Figure 1. Wiring heat map.
The die is cut into 27 by 21 equal tiles; dark blue is low, red is high, scaled to the fullest tile. Values are wire area over tile area, all layers added.
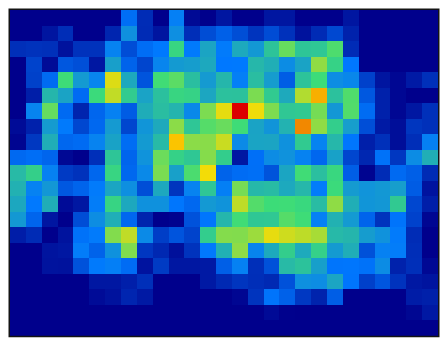
Figure 2. Drive-strength map.
Bar = 50 um.
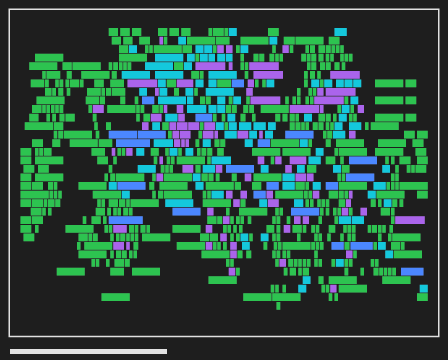
### config.mk
export PLATFORM = sky130hd
export DESIGN_NAME = lamp_controller
export DESIGN_NICKNAME = d
export VERILOG_FILES = /design/src/rtl/lamp_pkg.sv /design/src/rtl/lamp_controller_blink_gen.sv /design/src/rtl/lamp_controller.sv
export SDC_FILE = /design/constraint.sdc
export NUM_CORES = 1
export LEC_CHECK = 0
export ABC_AREA = 1
export CAP_MARGIN = 20
export CELL_PAD_IN_SITES_DETAIL_PLACEMENT = 0
export CELL_PAD_IN_SITES_GLOBAL_PLACEMENT = 1
export CORE_ASPECT_RATIO = 0.75
export CORE_MARGIN = 3
export CORE_UTILIZATION = 36
export CTS_BUF_LIST = sky130_fd_sc_hd__clkbuf_16
export DETAILED_ROUTE_END_ITERATION = 10
export HOLD_SLACK_MARGIN = 0.1
export PLACE_DENSITY = 0.79
export SLEW_MARGIN = 20
export SYNTH_ARGS = -nofsm -noshare
export SYNTH_HDL_FRONTEND = slang
export SYNTH_HIERARCHICAL = 1
export SYNTH_SLANG_ARGS = --single-unit
### constraint.sdc
create_clock -name clk -period 1.7 [get_ports clk]
set_clock_uncertainty 0.2 [all_clocks]
set_input_delay 0.255 -clock clk [delete_from_list [all_inputs] [get_ports clk]]
set_output_delay 0.255 -clock clk [all_outputs]
set_load 0.005 [all_outputs]
### src/rtl/lamp_pkg.sv
// Shared types and bit positions for the lamp controller.
// Fade states and the led_port / full-colour LED index map.
package lamp_pkg;

   typedef enum logic [1:0] {
      OFF  = 2'd0,
      RISE = 2'd1,
      ON   = 2'd2,
      FALL = 2'd3
   } fade_state_t;

   // led_port bit map
   localparam int unsigned LED_LEFT_HI     = 7;
   localparam int unsigned LED_LEFT_LO     = 6;
   localparam int unsigned LED_TAIL_OUT_HI = 5;
   localparam int unsigned LED_TAIL_IN_HI  = 4;
   localparam int unsigned LED_TAIL_IN_LO  = 3;
   localparam int unsigned LED_TAIL_OUT_LO = 2;
   localparam int unsigned LED_RIGHT_HI    = 1;
   localparam int unsigned LED_RIGHT_LO    = 0;

   // fc_red / fc_green / fc_blue bit map
   localparam int unsigned FC_HIGH_0 = 0;
   localparam int unsigned FC_HIGH_1 = 1;
   localparam int unsigned FC_LOW_0  = 2;
   localparam int unsigned FC_LOW_1  = 3;

endpackage

### src/rtl/lamp_controller_blink_gen.sv
// Indicator blink phase generator shared by both sides.
// Idle forces phase high so a fresh request lights immediately.
module blink_gen #(
   parameter int unsigned BLINK_HALF = 25_000_000
) (
   input  logic clk,
   input  logic rst,
   input  logic active,
   output logic phase
);

   localparam int unsigned CNT_W = (BLINK_HALF > 1) ? $clog2(BLINK_HALF) : 1;
   localparam logic [CNT_W-1:0] CNT_LAST = CNT_W'(BLINK_HALF - 1);

   logic [CNT_W-1:0] cnt;

   always_ff @(posedge clk or negedge rst) begin
      if (!rst) begin
         cnt   <= '0;
         phase <= 1'b1;
      end else if (!active) begin
         cnt   <= '0;
         phase <= 1'b1;
      end else if (cnt == CNT_LAST) begin
         cnt   <= '0;
         phase <= ~phase;
      end else begin
         cnt <= cnt + CNT_W'(1);
      end
   end

endmodule

### src/rtl/lamp_controller.sv
// Vehicle lamp controller: auto-light hysteresis, headlight fade,
// tail/reverse PWM and hazard/turn indicators, all outputs registered.
module lamp_controller
   import lamp_pkg::*;
#(
   parameter int unsigned PWM_W      = 8,
   parameter int unsigned TAIL_DUTY  = 77,
   parameter int unsigned REV_DUTY   = 179,
   parameter int unsigned DARK_ON    = 100,
   parameter int unsigned DARK_OFF   = 130,
   parameter int unsigned DWELL      = 1000,
   parameter int unsigned BLINK_HALF = 25_000_000,
   parameter int unsigned FADE_DIV   = 16
) (
   input  logic             clk,
   input  logic             rst,
   input  logic             sw_headlight,
   input  logic             sw_high_beam,
   input  logic             sw_hazard,
   input  logic [7:0]       cds_val,
   input  logic             is_brake,
   input  logic             is_reverse,
   input  logic             turn_left,
   input  logic             turn_right,
   output logic [3:0]       fc_red,
   output logic [3:0]       fc_green,
   output logic [3:0]       fc_blue,
   output logic [7:0]       led_port,
   output logic [PWM_W-1:0] head_level,
   output logic             is_dark
);

   localparam int unsigned DW_W  = (DWELL > 1) ? $clog2(DWELL) : 1;
   localparam int unsigned DIV_W = (FADE_DIV > 1) ? $clog2(FADE_DIV) : 1;

   localparam logic [DW_W-1:0]  DWELL_LAST = DW_W'(DWELL - 1);
   localparam logic [DIV_W-1:0] DIV_LAST   = DIV_W'(FADE_DIV - 1);
   localparam logic [7:0]       DARK_ON_V  = 8'(DARK_ON);
   localparam logic [7:0]       DARK_OFF_V = 8'(DARK_OFF);
   localparam logic [PWM_W:0]   TAIL_D     = (PWM_W + 1)'(TAIL_DUTY);
   localparam logic [PWM_W:0]   REV_D      = (PWM_W + 1)'(REV_DUTY);
   localparam logic [PWM_W-1:0] LVL_MAX    = '1;
   localparam logic [PWM_W-1:0] LVL_ONE    = PWM_W'(1);

   logic [PWM_W-1:0] pwm_cnt;
   logic [DW_W-1:0]  dwell_cnt;
   logic             dark_int;
   logic             dark_qual;
   logic             head_req;

   fade_state_t      state, state_nx;
   logic [PWM_W-1:0] level, level_nx;
   logic [DIV_W-1:0] div_cnt, div_nx;
   logic             fade_tick;

   logic             left_act, right_act, phase;
   logic             low_on, high_on, tail_outer, tail_inner;
   logic [PWM_W:0]   pwm_ext;
   logic [3:0]       fc_nx;
   logic [7:0]       led_nx;

   always_ff @(posedge clk or negedge rst) begin
      if (!rst) pwm_cnt <= '0;
      else      pwm_cnt <= pwm_cnt + LVL_ONE;
   end

   // Only cycles pushing toward the opposite decision count; the band between
   // the thresholds (and any opposing sample) restarts the dwell.
   assign dark_qual = dark_int ? (cds_val > DARK_OFF_V) : (cds_val < DARK_ON_V);

   always_ff @(posedge clk or negedge rst) begin
      if (!rst) begin
         dwell_cnt <= '0;
         dark_int  <= 1'b0;
      end else if (!dark_qual) begin
         dwell_cnt <= '0;
      end else if (dwell_cnt == DWELL_LAST) begin
         dwell_cnt <= '0;
         dark_int  <= ~dark_int;
      end else begin
         dwell_cnt <= dwell_cnt + DW_W'(1);
      end
   end

   assign head_req  = sw_headlight | dark_int;
   assign fade_tick = (div_cnt == DIV_LAST);

   always_ff @(posedge clk or negedge rst) begin
      if (!rst) begin
         state   <= OFF;
         level   <= '0;
         div_cnt <= '0;
      end else begin
         state   <= state_nx;
         level   <= level_nx;
         div_cnt <= div_nx;
      end
   end

   // Direction reversals keep the level; the final step and the entry into
   // ON/OFF share one edge so the level never over- or under-runs.
   always_comb begin
      state_nx = state;
      level_nx = level;
      div_nx   = div_cnt;
      case (state)
         OFF: begin
            level_nx = '0;
            if (head_req) begin
               state_nx = RISE;
               div_nx   = '0;
            end
         end
         RISE: begin
            if (!head_req) begin
               state_nx = FALL;
               div_nx   = '0;
            end else if (level == LVL_MAX) begin
               state_nx = ON;
            end else if (fade_tick) begin
               div_nx   = '0;
               level_nx = level + LVL_ONE;
               if (level == LVL_MAX - LVL_ONE) state_nx = ON;
            end else begin
               div_nx = div_cnt + DIV_W'(1);
            end
         end
         ON: begin
            level_nx = LVL_MAX;
            if (!head_req) begin
               state_nx = FALL;
               div_nx   = '0;
            end
         end
         FALL: begin
            if (head_req) begin
               state_nx = RISE;
               div_nx   = '0;
            end else if (level == '0) begin
               state_nx = OFF;
            end else if (fade_tick) begin
               div_nx   = '0;
               level_nx = level - LVL_ONE;
               if (level == LVL_ONE) state_nx = OFF;
            end else begin
               div_nx = div_cnt + DIV_W'(1);
            end
         end
         default: begin
            state_nx = OFF;
            level_nx = '0;
            div_nx   = '0;
         end
      endcase
   end

   assign left_act  = turn_left | sw_hazard;
   assign right_act = turn_right | sw_hazard;

   blink_gen #(
      .BLINK_HALF(BLINK_HALF)
   ) u_blink (
      .clk   (clk),
      .rst   (rst),
      .active(left_act | right_act),
      .phase (phase)
   );

   always_comb begin
      pwm_ext    = {1'b0, pwm_cnt};
      low_on     = (state == ON) | ((state != OFF) & (pwm_ext < {1'b0, level}));
      high_on    = (state == ON) & sw_high_beam;
      tail_outer = is_brake | ((state != OFF) & (pwm_ext < TAIL_D));
      tail_inner = is_reverse ? (pwm_ext < REV_D) : tail_outer;

      fc_nx            = '0;
      fc_nx[FC_HIGH_0] = high_on;
      fc_nx[FC_HIGH_1] = high_on;
      fc_nx[FC_LOW_0]  = low_on;
      fc_nx[FC_LOW_1]  = low_on;

      led_nx                  = '0;
      led_nx[LED_LEFT_HI]     = left_act & phase;
      led_nx[LED_LEFT_LO]     = left_act & phase;
      led_nx[LED_TAIL_OUT_HI] = tail_outer;
      led_nx[LED_TAIL_IN_HI]  = tail_inner;
      led_nx[LED_TAIL_IN_LO]  = tail_inner;
      led_nx[LED_TAIL_OUT_LO] = tail_outer;
      led_nx[LED_RIGHT_HI]    = right_act & phase;
      led_nx[LED_RIGHT_LO]    = right_act & phase;
   end

   always_ff @(posedge clk or negedge rst) begin
      if (!rst) begin
         fc_red     <= '0;
         fc_green   <= '0;
         fc_blue    <= '0;
         led_port   <= '0;
         head_level <= '0;
         is_dark    <= 1'b0;
      end else begin
         fc_red     <= fc_nx;
         fc_green   <= fc_nx;
         fc_blue    <= fc_nx;
         led_port   <= led_nx;
         head_level <= level;
         is_dark    <= dark_int;
      end
   end

endmodule

==> impl_metrics.csv <==
group,metric,value,unit
outcome,status,"completed",
synth,synth.most_common_cell,"nand2_1",
route,dr.pass1.iters,5,
synth,ys_cells,599,
clock_tree,cts-root-buf,"clkbuf_16",
critical_path,endpoint_kind,"register",
synth,edf_count,0,
sta,relSlewSlack,0.725,
critical_path,r2r_slack,0.02,ns
placement,placed_cell_area,0.00551,mm^2
synth,top_area_frac,0.400,
clock_tree,post_cts_resize_count,22,
power_and_ir_drop,power_leakage,0.00294,uW
sta,fmax,596,MHz
critical_path,worstPathArrival,1.70,ns
floorplanning,std_cell_rows,34,
critical_path,critical_path.cell_chain,"buf_4 > buf_4 > nor2_1 > nor2_1 > o21ai_0 > nand3_1 > nand2_2 > nand2_1",
critical_path,cp_max_fo,4,
synth,ys_sh_simple,0.369,
floorplanning,initial_core_util,0.381,
critical_path,setup.worst_path.start_class,"register",
sta,maxSlewViolCount,0,
power_and_ir_drop,ir_worst_vdd,0.800,mV
cells_and_area,drive_above_1_share,0.281,
cells_and_area,finish.instance_area,0.00626,mm^2
synth,netlist_instances,599,
synth,ys_seq_frac,0.406,
synth,common_cells,"160 x nand2_1, 100 x nor2_1, 73 x dfrtp_1, 51 x inv_1, 48 x nand3_1",
floorplanning,core,0.0120,mm^2
placement,place.gp.congestion,0.923,
critical_path,cp.required,1.72,ns
synth,topCombFamilyByArea,"simple AND/OR/NAND/NOR gates",
synth,ys_sh_aoi,0.0438,
cells_and_area,nNetsFinal,748,
floorplanning,dieArea,0.0141,mm^2
synth,syn_avg_cell_area,7.63,um^2
global_routing,grt_pass1_vias,3927,
clock_tree,cts_buffers,9,
critical_path,slowest_delay,0.46,ns
critical_path,cp_num_cells,8,
sta,finalHoldViolCount,0,
placement,hpwl,8330,um
clock_tree,clkTransAtPathRegs,0.06,ns
critical_path,critPathSlowestCell,"dfrtp_2",
power_and_ir_drop,p_per_area,1300,mW/mm^2
synth,synthTopCellsByArea,"dfrtp_1 40%, nand2_1 13%, nor2_1 8.2%",
run,warning_count,35,
clock_tree,insertion_delay,0.33,ns
critical_path,endpoint,"level[3]$_DFFE_PN0P_",
critical_path,crit_family,"simple AND/OR/NAND/NOR gates",
global_routing,grt-ovfl-total,0,
run,drv_cap,0,
route,ant_nets,0,
clock_tree,post_cts_buffers,4,
critical_path,worst_r2r_endpoint,"level[3]$_DFFE_PN0P_",
synth,ys_types,41,
cells_and_area,utilization,0.522,
placement,pre_cts_ws,-0.139,ns
global_routing,grt_max_degree,75,
clock_tree,postCtsHoldBufs,1,
min_path,hp-class,"primary input to register",
global_routing,grt_pass1_wl,18600,um
route,dr.first_iter.drc_count,234,
synth,synthFlopType,"dfrtp_1",
critical_path,path_buffers,2,
cells_and_area,final_cells,877,
placement,buffer_ports.inserted,45,
clock_tree,h-tree-depth,3,
route,vias_per_cell,4.68,
critical_path,critPathLaunch,"level[0]$_DFFE_PN0P_",
clock_tree,clock-sinks,74,
power_and_ir_drop,total_power,8130,uW
synth,ys_sh_xor,0.0403,
synth,yosys_register_bits,74,
synth,synth.cell_area,0.00457,mm^2
floorplanning,io_pins,46,
floorplanning,die_x,136,um
clock_tree,clock_tree.buffer_depth,2,
synth,synth_nets,637,
floorplanning,die_y,104,um
sta,fin_tns_setup,0,ns
synth,mux_share,0,
synth,yosys_area,0.00457,mm^2
synth,ys_warn_count,6,
global_routing,antenna_found_initial,0,
clock_tree,tritoncts,"built",
synth,synthArstFlopShare,1.00,
sta,rsz0062_at_grt,"true",
## Picture notes: Figure 1
- emptiest ninth of the die: south-west
- densest ninth of the die: center
- mean over tiles: 0.13
- tiles over half the peak: 9.9%
- nearly empty tiles: 24%
final wirelength: 11400 um
GRT Util Overall: 0.163
Routed WL per cell: 13.0 um
vias: 4108

## Picture notes: Figure 2
- x2: purple (cells 82)
- x3 and x4: cyan (cells 98)
- x1 and smaller: green (cells 514)
- x6 and larger: blue (cells 21)
final worst slack: 0.0221 ns
Area growth, synth to finish: 37.0%
Plain + repair buffers: 119

[flip-flops by register name (all words and copies together) (netlist names)]
name           count
dark_int           1
div_cnt            4
dwell_cnt         10
fc_blue            2
head_level         8
is_dark            1
led_port           4
level              8
pwm_cnt            8
state              2
u_blink/cnt       25
u_blink/phase      1
[cells in the final DEF (no fill, tap or decap), types with 13 or more instances in the layout]
cell               n
dfrtp_1           64
nand2_2           19
nor2_1            82
inv_2             13
clkdlybuf4s50_1   32
nand3_1           43
xor2_1            16
nand2_1          146
buf_4             67
inv_1             45
nor2_2            23
[routing by layer]
layer  GRT usage  part of all wire  vias up
met2       0.236              0.43      106
met5           0                 0        -
met4      0.0353             0.012        0
met3      0.0368             0.054       14
met1       0.246              0.50     1882
li1            -                 -     2106
[cell type report]
cell class	instances	area, um^2	area share
Timing Repair Buffer	119	1030	0.165
Tap cell	162	203	0.0324
Clock inverter	7	85.1	0.0136
Timing Repair inverter	1	11.3	0.00180
Multi-Input combinational cell	443	2590	0.414
Clock buffer	9	225	0.0360
Sequential cell	74	1860	0.298
Inverter	62	248	0.0396
[power by group]
part / internal (uW) / total (uW) / switching [uW]
Clock: 1270 / 1990 / 718
Sequential: 2100 / 2460 / 366
Combinational: 1810 / 3680 / 1860
[how the worst min path moves through the flow]
stage | slack [ns] | depth (start not counted) | start | endpoint
after floorplan | -0.24 | 0 | rst | dark_int$_DFFE_PN0P_
after global placement | 0.11 | 2 | rst | u_blink/cnt[23]$_DFF_PN0_
after detailed placement | 0.11 | 2 | rst | u_blink/cnt[15]$_DFF_PN0_
after CTS | 0.24 | 3 | sw_high_beam | fc_blue[1]$_DFF_PN0_
after global routing | 0.24 | 3 | sw_high_beam | fc_blue[1]$_DFF_PN0_
final | 0.25 | 3 | sw_high_beam | fc_blue[1]$_DFF_PN0_
